Design core_trap_ctrl, sky130hd; sources not shown.
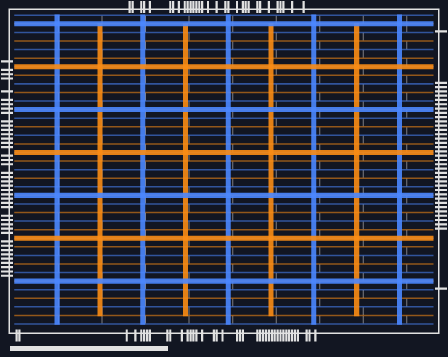
**Above:** run 1 (PDN straps and rails).
Scale bar: 50 µm. Pins as bars on the die edge. Tap cells in grey.
Key: VDD = orange; VSS = blue
7 straps on met5. The core has 36 rows.
Die W: 136 µm
Die Y: 102 µm
CORE AREA: 0.0130 mm²
VDD IR max: 350 µV

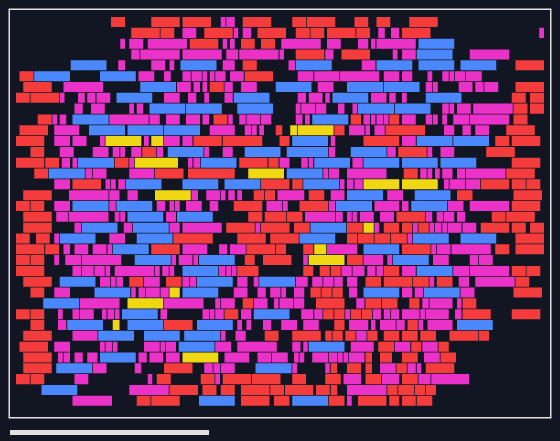
**Above:** run 1 (cells coloured by class).
Scale bar: 50 µm.
Key: flip-flops = blue [cells 95, share of their area 26%]; clock drivers and dummy loads = yellow [cells 16, share of their area 3.2%]; other buffers and delay cells = red [cells 226, share of their area 33%]; all other logic = magenta [cells 404, share of their area 38%]
fin util: 0.724
flop share of the area: 0.253

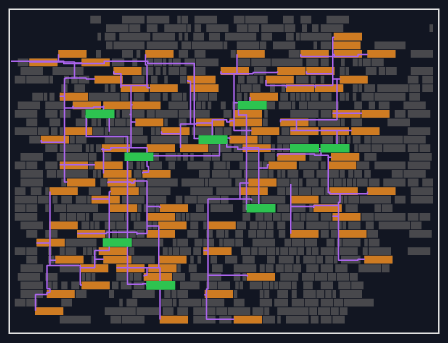
**Above:** run 1 (clock wires, drivers and flops).
Key: flip-flops = orange [count 95]; clock wires = purple [length 1180 µm]; cells driving clock nets = green [count 9]
There are 10 routed clock nets. Position of the flops: spread over the die.
Clk pwr share: 0.341
clk pwr: 1170 µW

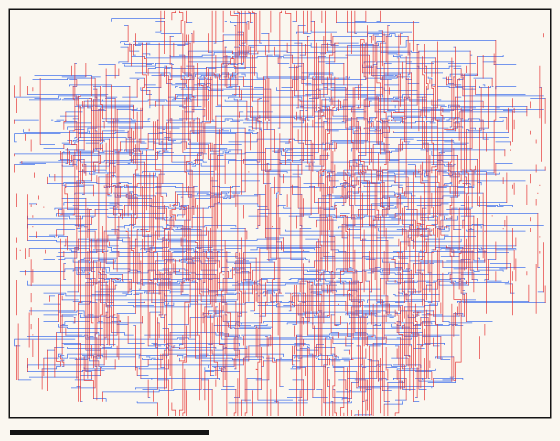
**Above:** run 1 (wiring by layer).
Scale bar: 50 µm. Two of the layers only.
Key: met1 = blue [wire length 8460 µm]; met2 = red [wire length 9450 µm]
total track usage: 0.286
vias: 5189
Wirelength per Cell: 21.6 µm
WL final: 19700 µm

==> results.cfg, run 1 <==
; implementation run metrics
[status]
outcome = finished, violations left
violations = setup timing

[die]
die_area_mm2 = 0.0139

[power_and_ir_drop]
power_uw = 3420
comb_power_share = 0.234

[logic_synthesis]
muxShareOfSynthArea = 0.121
syn-instance-count = 545
yosys-top-cells-count = 95 x dfrtp_1, 65 x nand2_1, 58 x a21oi_1, 42 x nor2_1, 36 x nor2b_1
avgSynthCellArea_um2 = 9.85
yosys.area.top_type = dfrtp_1
yosysUniqueCellTypes = 45
xor_share = 0.00163
ys_sh_adder = 0

[final_timing]
rsz0062_at_grt = true
setup_viol = 30
worst_pin_slew_ns = 0.516
clock.fmax_ghz = 0.316
post-route-min-period_ns = 3.16
setup_slack_ns = -0.160

[place]
dp_slack_ns = -0.483
placed_area_mm2 = 0.00839
hpwlAfterDp_um = 12300

[clock_tree]
cts_hold_buffers = 0
cts_tree = yes
cts_setup_buffers = 20

[cells_and_area]
fin_nets = 818
largest_reg_flops = 32
n_fill_cell = 833
drive_above_1_share = 0.355

[job]
warning_count = 31

[worst_setup_path]
endpoint_kind = output port
cp.arrival_ns = 2.36
## run 1: kinds of logic after synthesis
logic type,count (synthesis)
AOI/OAI and AO/OA,162
xor gates and xnor gates,1
buffers and inverters,54
DFF,95
muxes,61
other,3
and+or+nand+nor,169
## run 1: metal layers
layer	wire, µm	part of all wire	vias to the layer above	track usage
met5	0	0	-	0
met4	206	0.010	0	0.0570
met3	1600	0.081	22	0.0680
met2	9450	0.48	233	0.473
met1	8460	0.43	2594	0.384
li1	-	-	2340	-
## run 1: cell usage in the layout (no fill, tap or decap), types with 3 or more instances in the layout
master           synthesis  routed
mux2_1                  30      30
a22o_4                   0       8
nand2_1                 65      64
a22o_2                  27      20
a31oi_1                  6       6
a22o_1                   5       4
a22oi_1                 32      32
conb_1                   3       8
clkbuf_2                 0       5
clkbuf_16                0      10
nor2_4                   1       5
o2bb2ai_4                0      28
nor2b_1                 36      34
nand4_1                  3       3
nor2_1                  42      38
dfrtp_1                 95      94
buf_6                    4      29
buf_4                    8      39
clkdlybuf4s50_1          0      63
mux2i_1                 31      31
buf_12                   0      78
a21oi_1                 58      57
buf_16                   0       3
## run 1: metrics by stage
| step | TNS, ns | util |
|---|---|---|
| 2_1_floorplan | -1.42 | - |
| 3_3_place_gp | -15.05 | 0.645 |
| 3_5_place_dp | -16.26 | 0.645 |
| 4_1_cts | -5.43 | 0.702 |
| 5_1_grt | -4.96 | 0.724 |
| 6_report | -4.07 | 0.724 |
## run 1: layout make-up
class                   instances  area, µm²  share of cell area
clock inverters                 7       72.6             0.00770
well taps                     171        214              0.0227
repair buffers                226       3050               0.324
inverters                       3       11.3             0.00120
flip-flops and latches         95       2380               0.253
multi-input cells             401       3470               0.368
clock buffers                   9        225              0.0239
**Run 1: placement view**

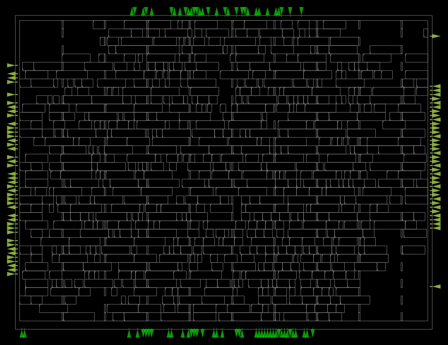

## Run 2: what changed since run 1
--- a/config.mk
+++ b/config.mk
@@ -10,7 +10,7 @@
 export CORE_UTILIZATION = 40
 export CTS_CLUSTER_SIZE = 40
 export DETAILED_ROUTE_END_ITERATION = 8
-export PLACE_DENSITY = 0.69
+export PLACE_DENSITY = 0.68
 export SETUP_SLACK_MARGIN = 0.4
 export SYNTH_ARGS = -nofsm -noshare
 export SYNTH_HDL_FRONTEND = slang
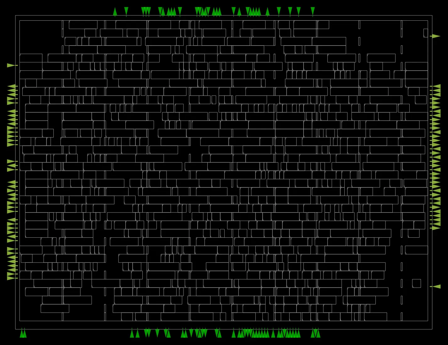
**Above:** run 2 (placement view).
Well Taps: 171
FF+latch count: 95
fin util: 0.712
flop share of the area: 0.257

==> results.cfg, run 2 <==
; implementation run metrics
[status]
outcome = finished, violations left
violations = setup timing

[final_timing]
post-route-min-period_ns = 3.15
hold_viol = 0
worst_pin_slew_ns = 0.549
rsz0062_at_grt = true
setup_viol = 30
clock.fmax_ghz = 0.318
setup_slack_ns = -0.146

[logic_synthesis]
topCellsByArea = dfrtp_1 44%, mux2_1 6.3%, mux2i_1 5.8%
syn-instance-count = 545
yosys-top-cells-count = 95 x dfrtp_1, 65 x nand2_1, 58 x a21oi_1, 42 x nor2_1, 36 x nor2b_1
yosysWarnings = 6
yosys.area.top_type = dfrtp_1
yosysUniqueCellTypes = 45
avgSynthCellArea_um2 = 9.85

[cells_and_area]
most-common-layout-cells = 94 x dfrtp_1, 83 x buf_12, 64 x nand2_1
largest_reg_flops = 32
n_fill_cell = 894
lay_top_count = dfrtp_1
fin_nets = 803
drive_above_1_share = 0.337

[die]
fp.dieH_um = 102
die_area_mm2 = 0.0139
dieWidth_um = 136
coreArea_mm2 = 0.0130

[worst_setup_path]
endpoint_kind = output port
reg2reg_depth = 6
cp.arrival_ns = 2.35

[drt]
firstDrtPassIters = 5

[place]
placed_area_mm2 = 0.00843
hpwlAfterDp_um = 11700
gp_congestion = 0.906
dp_slack_ns = -0.476

[power_and_ir_drop]
irDropWorstVdd_uv = 330
power.leakage_uw = 0.00376
p_per_area_mw_per_mm2 = 376

[clock_tree]
cts_tree = yes
clockRootBuffer = clkbuf_16
cts_hold_buffers = 0

[job]
warning_count = 31

[worst_hold_path]
hp-class = in -> async
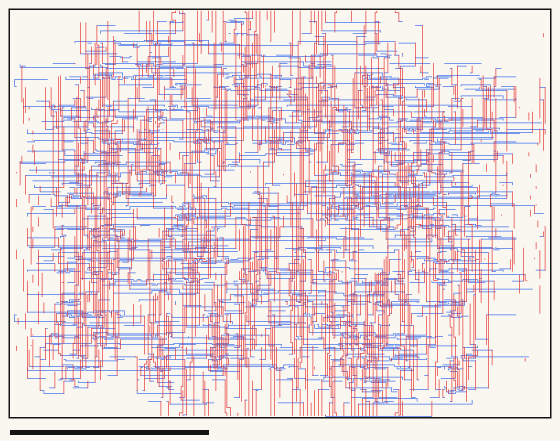
**Above:** run 2 (wiring by layer).
Scale bar: 50 µm. Two of the layers only.
Key: met1 = blue [wire length 7990 µm]; met2 = red [wire length 8890 µm]
WL final: 18700 µm
total track usage: 0.278
Wirelength per Cell: 20.8 µm
vias: 5060

[run 2: worst max-delay path: stages]
cell and delay (ns):
buf_6 0.09, or4_4 0.53, or3_4 0.37, nor2_4 0.16
buf_12 0.14, clkbuf_16 0.16, o2bb2ai_4 0.14, buf_12 0.15
[run 2: layout make-up]
type | count | area (µm²) | area share
multi-input cells | 401 | 3400 | 0.367
repair buffers | 211 | 2940 | 0.317
flip-flops and latches | 95 | 2380 | 0.257
clock buffers | 11 | 233 | 0.0251
well taps | 171 | 214 | 0.0231
clock inverters | 5 | 81.3 | 0.00878
inverters | 3 | 11.3 | 0.00122
diodes | 1 | 2.50 | 0.000270
[run 2: per-layer routing]
metal,part of all wire,track usage,vias up
li1,-,-,2311
met1,0.43,0.359,2532
met2,0.48,0.454,194
met3,0.078,0.0749,23
met4,0.017,0.0916,0
met5,0,0,-
[run 2: cells by family after synthesis]
group | count (synthesis) | synth area share
and+or+nand+nor | 169 | 0.159
other | 3 | 0.00210
DFF | 95 | 0.443
muxes | 61 | 0.121
xor gates and xnor gates | 1 | 0.00163
buffers and inverters | 54 | 0.0548
AOI/OAI and AO/OA | 162 | 0.219
[run 2: per-stage QoR]
stage               power [µW]  setup TNS, ns
CTS                       3490          -5.03
global route              3610          -4.67
finish                    3480          -3.69
detailed placement        2180         -17.18
floorplan                 1830          -1.42
global placement          2160         -16.24
[run 2: report_power, final]
group          internal, µW  switching (µW)  total (µW)
clock network           733             512        1240
logic                   371             417         788
registers              1370            82.2        1450
[run 2: what timing repair did]
item	in CTS	in global routing
gates cloned	5	1
pin swaps	11	29
buffers inserted	11	6
resized	66	27
setup endpoints to repair	124	49
No activity file was given, so power comes from the tool's default toggle rates.
